[config.mk]
export PLATFORM = sky130hd
export DESIGN_NAME = ldpc_ber_sweep_ctrl
export DESIGN_NICKNAME = d
export VERILOG_FILES = /design/src/rtl/ldpc_ber_sweep_ctrl.sv
export SDC_FILE = /design/constraint.sdc
export NUM_CORES = 1
export LEC_CHECK = 0
export CAP_MARGIN = 20
export CORE_ASPECT_RATIO = 1.4
export CORE_MARGIN = 4
export CORE_UTILIZATION = 44
export DETAILED_ROUTE_END_ITERATION = 8
export GPL_TIMING_DRIVEN = 0
export PLACE_DENSITY = 0.76
export SETUP_SLACK_MARGIN = 0.5
export SLEW_MARGIN = 25
export SYNTH_ARGS = -nofsm -noshare
export SYNTH_HDL_FRONTEND = slang
export SYNTH_SLANG_ARGS = --single-unit
[constraint.sdc]
create_clock -name data_clk -period 2.9 [get_ports data_clk]
set_clock_uncertainty 0.15 [all_clocks]
set_input_delay 0.58 -clock data_clk [delete_from_list [all_inputs] [get_ports data_clk]]
set_output_delay 0.58 -clock data_clk [all_outputs]
set_load 0.05 [all_outputs]
[src/rtl/ldpc_ber_sweep_ctrl.sv]
// ldpc_ber_sweep_ctrl
//   SNR-sweep sequencer for the LDPC BER tester datapath (data_clk domain).
//   One start pulse walks the AWGN factor across cfg_num_points points. At each
//   point the datapath counters are soft-reset, the datapath runs until the
//   block budget or the error budget is reached, in-flight blocks are drained,
//   and one result record is offered on the res_* handshake.
//
// Optional feature (macro LDPC_SWEEP_DRAIN_TIMEOUT_EN):
//   defined   - DRAIN gives up after 2**TIMEOUT_WIDTH-1 cycles, raises the sticky
//               timeout_err, drops the record and ends the sweep.
//   undefined - DRAIN waits indefinitely; timeout_err is tied low.
//
// Ports
//   data_clk, data_resetn          clock, async active-low reset
//   start, abort                   1-cycle control pulses
//   cfg_*                          sweep configuration, latched on accepted start
//   busy, done, timeout_err        sweep status
//   data_en, data_sw_resetn,
//   data_factor, data_offset       datapath control
//   data_finished_blocks,
//   data_bit_errors, data_in_flight datapath status
//   res_valid/res_ready, res_*     result record stream
//
// State table
//   IDLE   | waiting for start
//   SWRST  | datapath soft reset held low for RST_CYCLES cycles
//   SETTLE | waiting for datapath counters to read zero
//   RUN    | datapath enabled until block or error budget reached
//   DRAIN  | datapath disabled, waiting for in-flight blocks
//   REPORT | result record offered until accepted
//   NEXT   | advance point/factor or finish
//   FIN    | one-cycle done pulse

module ldpc_ber_sweep_ctrl #(
  parameter int RST_CYCLES    = 4,
  parameter int TIMEOUT_WIDTH = 20
) (
  input  logic        data_clk,
  input  logic        data_resetn,
  input  logic        start,
  input  logic        abort,
  input  logic [15:0] cfg_factor_start,
  input  logic [15:0] cfg_factor_step,
  input  logic [7:0]  cfg_offset,
  input  logic [7:0]  cfg_num_points,
  input  logic [63:0] cfg_blocks_per_point,
  input  logic [63:0] cfg_max_errors,
  output logic        busy,
  output logic        done,
  output logic        timeout_err,
  output logic        data_en,
  output logic        data_sw_resetn,
  output logic [15:0] data_factor,
  output logic [7:0]  data_offset,
  input  logic [63:0] data_finished_blocks,
  input  logic [63:0] data_bit_errors,
  input  logic [31:0] data_in_flight,
  output logic        res_valid,
  input  logic        res_ready,
  output logic [7:0]  res_point,
  output logic [15:0] res_factor,
  output logic [63:0] res_blocks,
  output logic [63:0] res_errors
);

  localparam logic [2:0] S_IDLE   = 3'd0;
  localparam logic [2:0] S_SWRST  = 3'd1;
  localparam logic [2:0] S_SETTLE = 3'd2;
  localparam logic [2:0] S_RUN    = 3'd3;
  localparam logic [2:0] S_DRAIN  = 3'd4;
  localparam logic [2:0] S_REPORT = 3'd5;
  localparam logic [2:0] S_NEXT   = 3'd6;
  localparam logic [2:0] S_FIN    = 3'd7;

  localparam int RW = (RST_CYCLES > 1) ? $clog2(RST_CYCLES) : 1;
  localparam logic [RW-1:0] RST_LOAD = RW'(RST_CYCLES - 1);

  if (RST_CYCLES < 1 || TIMEOUT_WIDTH < 2) begin : g_param_check
    $error("ldpc_ber_sweep_ctrl: RST_CYCLES must be >= 1 and TIMEOUT_WIDTH >= 2");
  end

  logic [2:0]    r_state;
  logic [2:0]    w_nxt;
  logic [RW-1:0] r_rst_cnt;
  logic          r_abort;
  logic          r_stop;
  logic [7:0]    r_point;
  logic [7:0]    r_num_points;
  logic [15:0]   r_factor;
  logic [15:0]   r_step;
  logic [7:0]    r_offset;
  logic [63:0]   r_budget;
  logic [63:0]   r_max_err;
  logic          r_busy;
  logic          r_done;
  logic          r_data_en;
  logic          r_sw_resetn;
  logic          r_res_valid;
  logic [7:0]    r_res_point;
  logic [15:0]   r_res_factor;
  logic [63:0]   r_res_blocks;
  logic [63:0]   r_res_errors;

  logic          w_latch;
  logic          w_capture;
  logic          w_advance;
  logic          w_to_hit;
  logic          w_stop_cond;
  logic [17:0]   w_sum;
  logic [15:0]   w_factor_sat;

  assign w_latch = (r_state == S_IDLE) && start;

  // 18 bits holds the full range of an unsigned 16-bit factor plus a signed
  // 16-bit step, so both saturation directions are visible in the top bits.
  assign w_sum = {2'b00, r_factor} + {{2{r_step[15]}}, r_step};
  always_comb begin
    w_factor_sat = w_sum[15:0];
    if (w_sum[17])      w_factor_sat = 16'h0000;
    else if (w_sum[16]) w_factor_sat = 16'hFFFF;
  end

  assign w_stop_cond = (data_finished_blocks >= r_budget) ||
                       ((r_max_err != 64'd0) && (data_bit_errors >= r_max_err));

  always_comb begin
    w_nxt = r_state;
    case (r_state)
      S_IDLE:   if (start) w_nxt = (cfg_num_points == 8'd0) ? S_FIN : S_SWRST;
      S_SWRST:  if (abort) w_nxt = S_DRAIN;
                else if (r_rst_cnt == '0) w_nxt = S_SETTLE;
      S_SETTLE: if (abort) w_nxt = S_DRAIN;
                else if ((data_finished_blocks == 64'd0) && (data_bit_errors == 64'd0))
                  w_nxt = S_RUN;
      S_RUN:    if (abort || r_stop) w_nxt = S_DRAIN;
      S_DRAIN:  if (data_in_flight == 32'd0) w_nxt = (r_abort || abort) ? S_FIN : S_REPORT;
                else if (w_to_hit) w_nxt = S_FIN;
      S_REPORT: if (abort) w_nxt = S_FIN;
                else if (res_ready) w_nxt = S_NEXT;
      S_NEXT:   if (abort || r_abort || (r_point == 8'(r_num_points - 8'd1))) w_nxt = S_FIN;
                else w_nxt = S_SWRST;
      S_FIN:    w_nxt = S_IDLE;
      default:  w_nxt = S_IDLE;
    endcase
  end

  assign w_capture = (r_state == S_DRAIN) && (w_nxt == S_REPORT);
  assign w_advance = (r_state == S_NEXT) && (w_nxt == S_SWRST);

  // Outputs are registered from the next state so data_sw_resetn and data_en
  // reach the datapath glitch-free.
  always_ff @(posedge data_clk or negedge data_resetn) begin
    if (!data_resetn) begin
      r_state      <= S_IDLE;
      r_rst_cnt    <= RST_LOAD;
      r_abort      <= 1'b0;
      r_stop       <= 1'b0;
      r_point      <= 8'd0;
      r_num_points <= 8'd0;
      r_factor     <= 16'd0;
      r_step       <= 16'd0;
      r_offset     <= 8'd0;
      r_budget     <= 64'd1;
      r_max_err    <= 64'd0;
      r_busy       <= 1'b0;
      r_done       <= 1'b0;
      r_data_en    <= 1'b0;
      r_sw_resetn  <= 1'b1;
      r_res_valid  <= 1'b0;
      r_res_point  <= 8'd0;
      r_res_factor <= 16'd0;
      r_res_blocks <= 64'd0;
      r_res_errors <= 64'd0;
    end else begin
      r_state     <= w_nxt;
      r_busy      <= (w_nxt != S_IDLE) && (w_nxt != S_FIN);
      r_done      <= (w_nxt == S_FIN);
      r_data_en   <= (w_nxt == S_RUN);
      r_sw_resetn <= (w_nxt != S_SWRST);
      r_res_valid <= (w_nxt == S_REPORT);
      r_stop      <= (r_state == S_RUN) && w_stop_cond;

      if ((w_nxt == S_SWRST) && (r_state != S_SWRST)) r_rst_cnt <= RST_LOAD;
      else if (r_state == S_SWRST)                    r_rst_cnt <= r_rst_cnt - 1'b1;

      if (w_latch) begin
        r_abort      <= 1'b0;
        r_point      <= 8'd0;
        r_num_points <= cfg_num_points;
        r_factor     <= cfg_factor_start;
        r_step       <= cfg_factor_step;
        r_offset     <= cfg_offset;
        r_budget     <= (cfg_blocks_per_point == 64'd0) ? 64'd1 : cfg_blocks_per_point;
        r_max_err    <= cfg_max_errors;
      end else begin
        if (abort && (r_state != S_IDLE) && (r_state != S_FIN)) r_abort <= 1'b1;
        if (w_advance) begin
          r_point  <= r_point + 8'd1;
          r_factor <= w_factor_sat;
        end
      end

      if (w_capture) begin
        r_res_point  <= r_point;
        r_res_factor <= r_factor;
        r_res_blocks <= data_finished_blocks;
        r_res_errors <= data_bit_errors;
      end
    end
  end

`ifdef LDPC_SWEEP_DRAIN_TIMEOUT_EN
  localparam logic [TIMEOUT_WIDTH-1:0] TO_LOAD = {TIMEOUT_WIDTH{1'b1}} - 1'b1;

  logic [TIMEOUT_WIDTH-1:0] r_to_cnt;
  logic                     r_timeout_err;

  // Down-counter reloaded outside DRAIN; terminal count on the
  // (2**TIMEOUT_WIDTH-1)-th DRAIN cycle.
  assign w_to_hit = (r_to_cnt == '0);

  always_ff @(posedge data_clk or negedge data_resetn) begin
    if (!data_resetn) begin
      r_to_cnt      <= TO_LOAD;
      r_timeout_err <= 1'b0;
    end else begin
      if (r_state != S_DRAIN) r_to_cnt <= TO_LOAD;
      else if (!w_to_hit)     r_to_cnt <= r_to_cnt - 1'b1;

      if (w_latch) r_timeout_err <= 1'b0;
      else if ((r_state == S_DRAIN) && (data_in_flight != 32'd0) && w_to_hit)
        r_timeout_err <= 1'b1;
    end
  end

  assign timeout_err = r_timeout_err;
`else
  assign w_to_hit    = 1'b0;
  assign timeout_err = 1'b0;
`endif

  assign busy           = r_busy;
  assign done           = r_done;
  assign data_en        = r_data_en;
  assign data_sw_resetn = r_sw_resetn;
  assign data_factor    = r_factor;
  assign data_offset    = r_offset;
  assign res_valid      = r_res_valid;
  assign res_point      = r_res_point;
  assign res_factor     = r_res_factor;
  assign res_blocks     = r_res_blocks;
  assign res_errors     = r_res_errors;

endmodule

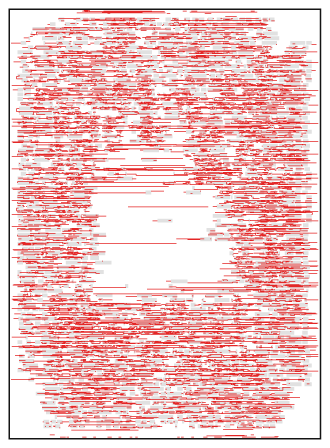
Figure 1: run 1, met1 routing.
Cells faint in the background.
wire length on this layer = 25.1 mm
share of all routed wire = 37%
nets with wire on the layer = 2642
longest straight run = 81.9 um

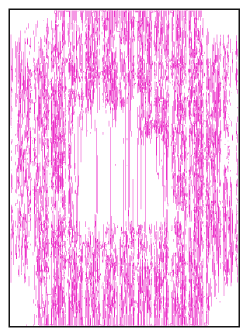
Figure 2: run 1, signal wires on met2.
longest straight run = 125 um
share of all routed wire = 52%
wire length on this layer = 35.3 mm

==> run summary, run 1 <==
Notes from the flow run.

Run status:
- The run finished, with violations left.
- The checks that failed: negative setup slack.

Detailed routing:
- The run gives the DRC violation total after the first TritonRoute iteration as 987.
- The run gives the routed via count divided by cell count as 5.59.
- The run gives the number of nets with antenna violations after routing as 0.
- The run puts the final routed wire length divided by cell count at 23.1 um.
- The detailed router reported a total wirelength of 67900 um.
- The detailed router reports a met2 wire length of 35300 um.

Final layout:
- The run puts the combined flip-flop and latch cell area at 8730 um^2.
- In the final layout, the share of cells above drive strength 1 is 0.181.
- The run gives the synthesis-to-finish area growth as 46.2%.

Worst setup path:
- STA lists the startpoint of the worst register-to-register path as r_num_points[2]$_DFFE_PN0P_.
- The run gives the setup slack on the worst flop-to-flop path as -0.27 ns.

GRT:
- The run puts the first-pass GRT wire length at 102000 um.
- The run gives the number of global-route vias before repair as 17.4k.
- Overall routing resource usage recorded by global route was 0.287.

Place:
- The run puts the count of buffers inserted at the top-level ports at 520.
- The run gives the final HPWL from detailed placement as 52200 um.

Die:
- The core region is 41100 um^2.
- The run puts the starting density of the core at 0.444.
- The run puts the vertical extent of the die at 249 um.

Clock network:
- The run gives the CTS tree as built.
- The run gives the number of buffers added by the clock tree synthesis step as 37.

Timing:
- The run puts the worst-case setup margin in the final layout at -0.361 ns.
- The run puts the smallest hold slack at 0.163 ns.
- The run puts the final count of negative-setup-slack endpoints at 153.
- The run puts the worst relative slew slack at 0.557.
- The run puts the part of the cycle the worst path needs at 1.12.

Synth:
- The post-synth count of flops with an enable pin is 0.
- The run gives the most frequently used cell type in the post-synthesis netlist as sky130_fd_sc_hd__dfrtp_1.
- Warnings reported by Yosys during synthesis add up to 0.
- Summed over all instances, the cell type with the most area after synthesis is sky130_fd_sc_hd__dfrtp_1.
- In the Yosys stats the netlist draws on 62 distinct library cells.
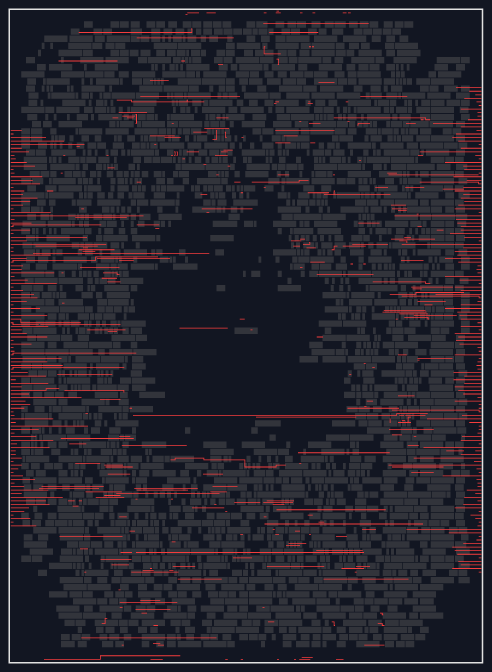
Figure 3: run 1, M3 wires.
Cells faint in the background.
main direction = horizontal
longest straight run = 101 um
wire length on this layer = 4650 um
nets with wire on the layer = 420
share of all routed wire = 6.9%

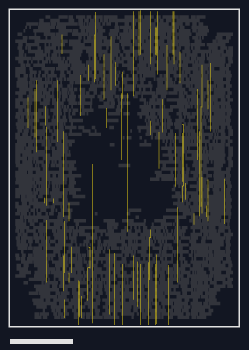
Figure 4: run 1, signal wires on met4.
The bar under the picture is 50 um long. Cells faint in the background.
main direction = vertical
nets with wire on the layer = 63
longest straight run = 125 um
wire length on this layer = 2810 um

-- run 1: cell type report --
| cell class | count | share of cell area |
|---|---|---|
| antenna | 6 | 0.000563 |
| buffer | 66 | 0.0222 |
| tap | 540 | 0.0253 |
| sequential | 348 | 0.327 |
| clock inverter | 17 | 0.00666 |
| clock buffer | 46 | 0.0375 |
| timing repair buffer | 560 | 0.214 |
| inverter | 149 | 0.0210 |
| multi-input combinational | 1200 | 0.346 |
-- run 1: metal layers --
layer / vias up / track usage
li1: 7444 / -
met1: 8092 / 0.327
met2: 688 / 0.518
met3: 155 / 0.0631
met4: 2 / 0.124
met5: - / 0
-- run 1: cell families (layout without fill, tap and decap cells) --
kind of cell,count (synthesis),in the layout,synth area share
AOI/OAI and AO/OA,343,343,0.113
xor gates and xnor gates,24,24,0.0115
adders and majority gates,149,149,0.103
buffers and inverters,215,838,0.0487
DFF,348,348,0.477
muxes,153,153,0.111
other,1,7,0.000205
and+or+nand+nor,530,530,0.136
-- run 1: critical path, delay by kind of cell --
family / cells / cell delay [ns]
muxes: 1 / 0.30
buffers and inverters: 4 / 0.99
and+or+nand+nor: 6 / 1.60
-- run 1: cells in the final DEF, fill, tap and decap left out, types with 15 or more instances in the layout --
cell                              netlist  layout
sky130_fd_sc_hd__clkdlybuf4s50_1        0     425
sky130_fd_sc_hd__dfrtp_2                0      15
sky130_fd_sc_hd__nand2_1              279     278
sky130_fd_sc_hd__nand4_1               44      44
sky130_fd_sc_hd__o211ai_1              22      22
sky130_fd_sc_hd__clkbuf_1              41      16
sky130_fd_sc_hd__nor4_2                 0      24
sky130_fd_sc_hd__clkbuf_16              0      47
sky130_fd_sc_hd__dlygate4sd2_1          0      37
sky130_fd_sc_hd__o21ai_0              183     166
sky130_fd_sc_hd__mux2_2                70      70
sky130_fd_sc_hd__dlymetal6s2s_1         0      26
sky130_fd_sc_hd__nor2_1                43      42
sky130_fd_sc_hd__mux2_4                80      82
sky130_fd_sc_hd__dfrtp_1              344     329
sky130_fd_sc_hd__ha_1                 148     140
sky130_fd_sc_hd__buf_4                  1      27
sky130_fd_sc_hd__a21oi_1               52      49
sky130_fd_sc_hd__xnor2_1               16      16
sky130_fd_sc_hd__nand3_1               22      20
sky130_fd_sc_hd__inv_1                149     146
sky130_fd_sc_hd__clkbuf_2               0      36
sky130_fd_sc_hd__a21o_1                18      18
sky130_fd_sc_hd__nor4_1                80      48
-- run 1: flip-flops by register name, indices dropped and copies added, names as in the netlist, 16 cells and up --
| name | flops |
|---|---|
| data_factor | 16 |
| r_budget | 64 |
| res_factor | 16 |
| res_blocks | 64 |
| r_step | 16 |
| res_errors | 64 |
| r_max_err | 64 |
-- run 1: what timing repair did --
item / 4_1_cts / 5_1_grt
hold buffers: 1 / 0
gates cloned: 0 / 10
setup buffers: 5 / 21
resized: 147 / 246
hold endpoints to repair: 79 / 0
pin swaps: 23 / 42
endpoints found under the setup margin: 526 / 524
-- run 1: power by group --
part           total, mW  switching (mW)  internal (mW)
Combinational       17.5            10.0           7.45
Sequential          8.62            1.42           7.20
Clock               4.74            2.02           2.72
--- run 2 (diff from run 1) ---
ABC_CLOCK_PERIOD_IN_PS = 2900   (was default)
HOLD_SLACK_MARGIN = 0.08   (was default)
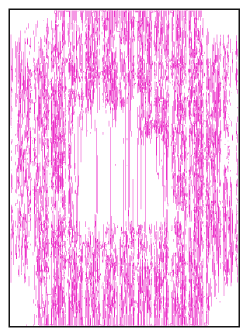
Figure 5: run 2, signal wires on met2.
share of all routed wire = 52%
longest straight run = 125 um
nets with wire on the layer = 2560
wire length on this layer = 35.3 mm

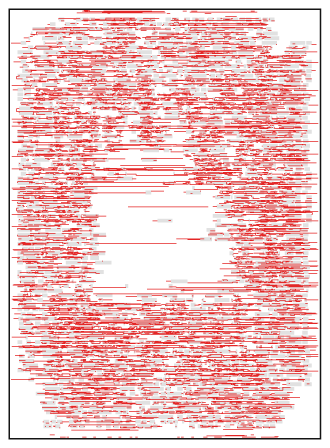
Figure 6: run 2, met1 routing.
Cells faint in the background.
share of all routed wire = 37%
nets with wire on the layer = 2642
wire length on this layer = 25.1 mm
main direction = horizontal
longest straight run = 81.9 um

==> run summary, run 2 <==
Notes from the flow run.

Final layout:
- Leaving out fill and tap cells, the most frequent cells in the layout are sky130_fd_sc_hd__clkdlybuf4s50_1 (425), sky130_fd_sc_hd__dfrtp_1 (329), sky130_fd_sc_hd__nand2_1 (278), sky130_fd_sc_hd__o21ai_0 (166), sky130_fd_sc_hd__inv_1 (146).
- The run gives the synthesis-to-finish area growth as 46.2% (unchanged).
- The run gives the proportion of layout cells with a drive suffix above 1 as 0.181 (unchanged).
- The run gives the highest-count logic cell in the final layout as sky130_fd_sc_hd__clkdlybuf4s50_1.

Clock network:
- TritonCTS built the clock tree.
- Clock latency on the worst-skew pair, taken at its later pin, is 0.53 ns.
- The run gives the number of buffers added by the clock tree synthesis step as 37 (unchanged).

GRT:
- The number of global-route vias before repair came to 17.4k (unchanged).
- The first-pass GRT wire length came to 102000 um (unchanged).
- The run puts the number of antenna violations at the first check in global routing at 7.
- The run puts the all-layer global routing usage at 0.287 (unchanged).

Timing:
- The run puts the worst relative slew slack at 0.557 (unchanged).
- Setup repair after global routing could not meet its margin everywhere.
- The worst-case setup margin in the final layout came to -0.361 ns (unchanged).
- The run puts the part of the cycle the worst path needs at 1.12 (unchanged).
- The run puts the transition time of the tightest slew-check pin at 0.664 ns.
- The final count of negative-setup-slack endpoints was 153 (unchanged).

Power:
- The run puts the internal power contribution at 17.4 mW (unchanged).
- The run gives the switching portion of total power as 0.437 (unchanged).
- The run puts the sequential share of power at 0.280 (about the same).
- The run gives the leakage power as 12.3 nW.
- The relative contribution of the clock network to total power is 0.154 (about the same).
- The combinational power share is 0.567 (about the same).

Worst setup path:
- The run puts the count of cells along the worst register-to-register path at 10.
- The run gives the setup slack on the worst flop-to-flop path as -0.27 ns (about the same).

Detailed routing:
- The run puts the number of nets with antenna violations after routing at 0 (unchanged).
- The run puts the final routed wire length divided by cell count at 23.1 um (unchanged).
- The routed via count divided by cell count was 5.59 (unchanged).
- The run puts the sum of routed wire length over all layers at 67900 um (unchanged).
- The run gives the DRC violation total after the first TritonRoute iteration as 987 (unchanged).
- Detailed routing inserted a total of 16.4k vias.

Synth:
- sky130_fd_sc_hd__dfrtp_1 is the most common cell in the netlist.
- The unique cell type count in the Yosys netlist is 62 (unchanged).
- Of all cell types, the one taking the most synthesized area is sky130_fd_sc_hd__dfrtp_1.
- Ranked by instance count, the synthesized netlist is headed by sky130_fd_sc_hd__dfrtp_1 (344), sky130_fd_sc_hd__nand2_1 (279), sky130_fd_sc_hd__o21ai_0 (183).
- The run puts the number of enable flip-flop cells at 0 (unchanged).

Die:
- The run gives the vertical extent of the die as 249 um (unchanged).
- The run gives the core area as 41100 um^2 (unchanged).

Run status:
- The run finished, with violations left.
- The checks that failed: negative setup slack.

Place:
- The final HPWL from detailed placement came to 52200 um (unchanged).
- The run puts the cell count after placement at 2826.
- The count of buffers inserted at the top-level ports is 520 (unchanged).
[run 2: cell counts after synthesis]
No cell type changed its count.
[run 2: stage by stage]
| step | util | TNS [ns] | hold slack (ns) |
|---|---|---|---|
| after floorplan | - | -2.23 | 0.134 |
| after global placement | 0.591 | -5332.35 | 0.304 |
| after detailed placement | 0.593 | -457.53 | 0.301 |
| after CTS | 0.628 | -48.35 | 0.197 |
| after global routing | 0.650 | -51.97 | 0.143 |
| final | 0.650 | -42.40 | 0.163 |
[run 2: cell type report]
cell class | instances | area [um^2]
diodes | 6 | 15.0
plain buffers | 66 | 593
clock buffers | 46 | 1000
clock inverters | 17 | 178
fillers | 3187 | 14400
inverters | 149 | 559
multi-input cells | 1200 | 9220
flip-flops and latches | 348 | 8730
well taps | 540 | 676
repair buffers | 560 | 5710
[run 2: critical path, cell delays in order]
cell and delay [ns]:
sky130_fd_sc_hd__clkdlybuf4s50_1 0.47, sky130_fd_sc_hd__or4_4 0.61, sky130_fd_sc_hd__nor4_2 0.19, sky130_fd_sc_hd__nand4_1 0.15, sky130_fd_sc_hd__nand4_1 0.15, sky130_fd_sc_hd__nand3_2 0.10
sky130_fd_sc_hd__or3_4 0.40, sky130_fd_sc_hd__buf_12 0.16, sky130_fd_sc_hd__clkbuf_16 0.19, sky130_fd_sc_hd__clkbuf_16 0.17, sky130_fd_sc_hd__mux2_4 0.30
[run 2: power groups by stage]
| stage | combinational (mW) | sequential [mW] | clock, mW |
|---|---|---|---|
| detailed placement | 16.1 | 8.63 | 0 |
| finish | 17.5 | 8.62 | 4.74 |
| global placement | 15.7 | 8.58 | 0 |
| CTS | 16.4 | 8.58 | 4.84 |
| floorplan | 6.86 | 12.5 | 0 |
| global route | 18.7 | 8.85 | 5.01 |
[run 2: worst max path at each step]
| stage | start | endpoint | cells past startpoint |
|---|---|---|---|
| final | data_finished_blocks[21] | res_errors[23]$_DFFE_PN0P_ | 11 |
| after global routing | data_bit_errors[6] | res_errors[23]$_DFFE_PN0P_ | 12 |
| after CTS | data_finished_blocks[62] | res_blocks[28]$_DFFE_PN0P_ | 12 |
| after detailed placement | data_finished_blocks[62] | res_blocks[3]$_DFFE_PN0P_ | 12 |
| after global placement | data_resetn | data_factor[0]$_DFFE_PN0P_ | 1 |
| after floorplan | data_finished_blocks[20] | res_blocks[0]$_DFFE_PN0P_ | 10 |
[run 2: metal layers]
metal / global-route usage / vias to the layer above / routed length (um)
met5: 0 / - / 7
met1: 0.327 / 8092 / 25100
met4: 0.124 / 2 / 2810
li1: - / 7444 / -
met2: 0.518 / 688 / 35300
met3: 0.0631 / 155 / 4650
[run 2: timing repair]
| action | CTS | global route |
|---|---|---|
| pin swaps | 23 | 42 |
| gates cloned | 0 | 10 |
| hold endpoints to repair | 79 | 0 |
| buffers inserted | 5 | 21 |
| gates resized | 147 | 246 |
| hold buffers | 1 | 0 |
| setup endpoints to repair | 526 | 524 |
[run 2: logic make-up after synthesis]
group,after synthesis,synth area share
DFF,348,0.477
adders and majority gates,149,0.103
buffers and inverters,215,0.0487
xor gates and xnor gates,24,0.0115
AOI/OAI and AO/OA,343,0.113
muxes,153,0.111
other,1,0.000205
and+or+nand+nor,530,0.136
Power figures rest on the tool's default switching activity, not on a simulated workload.
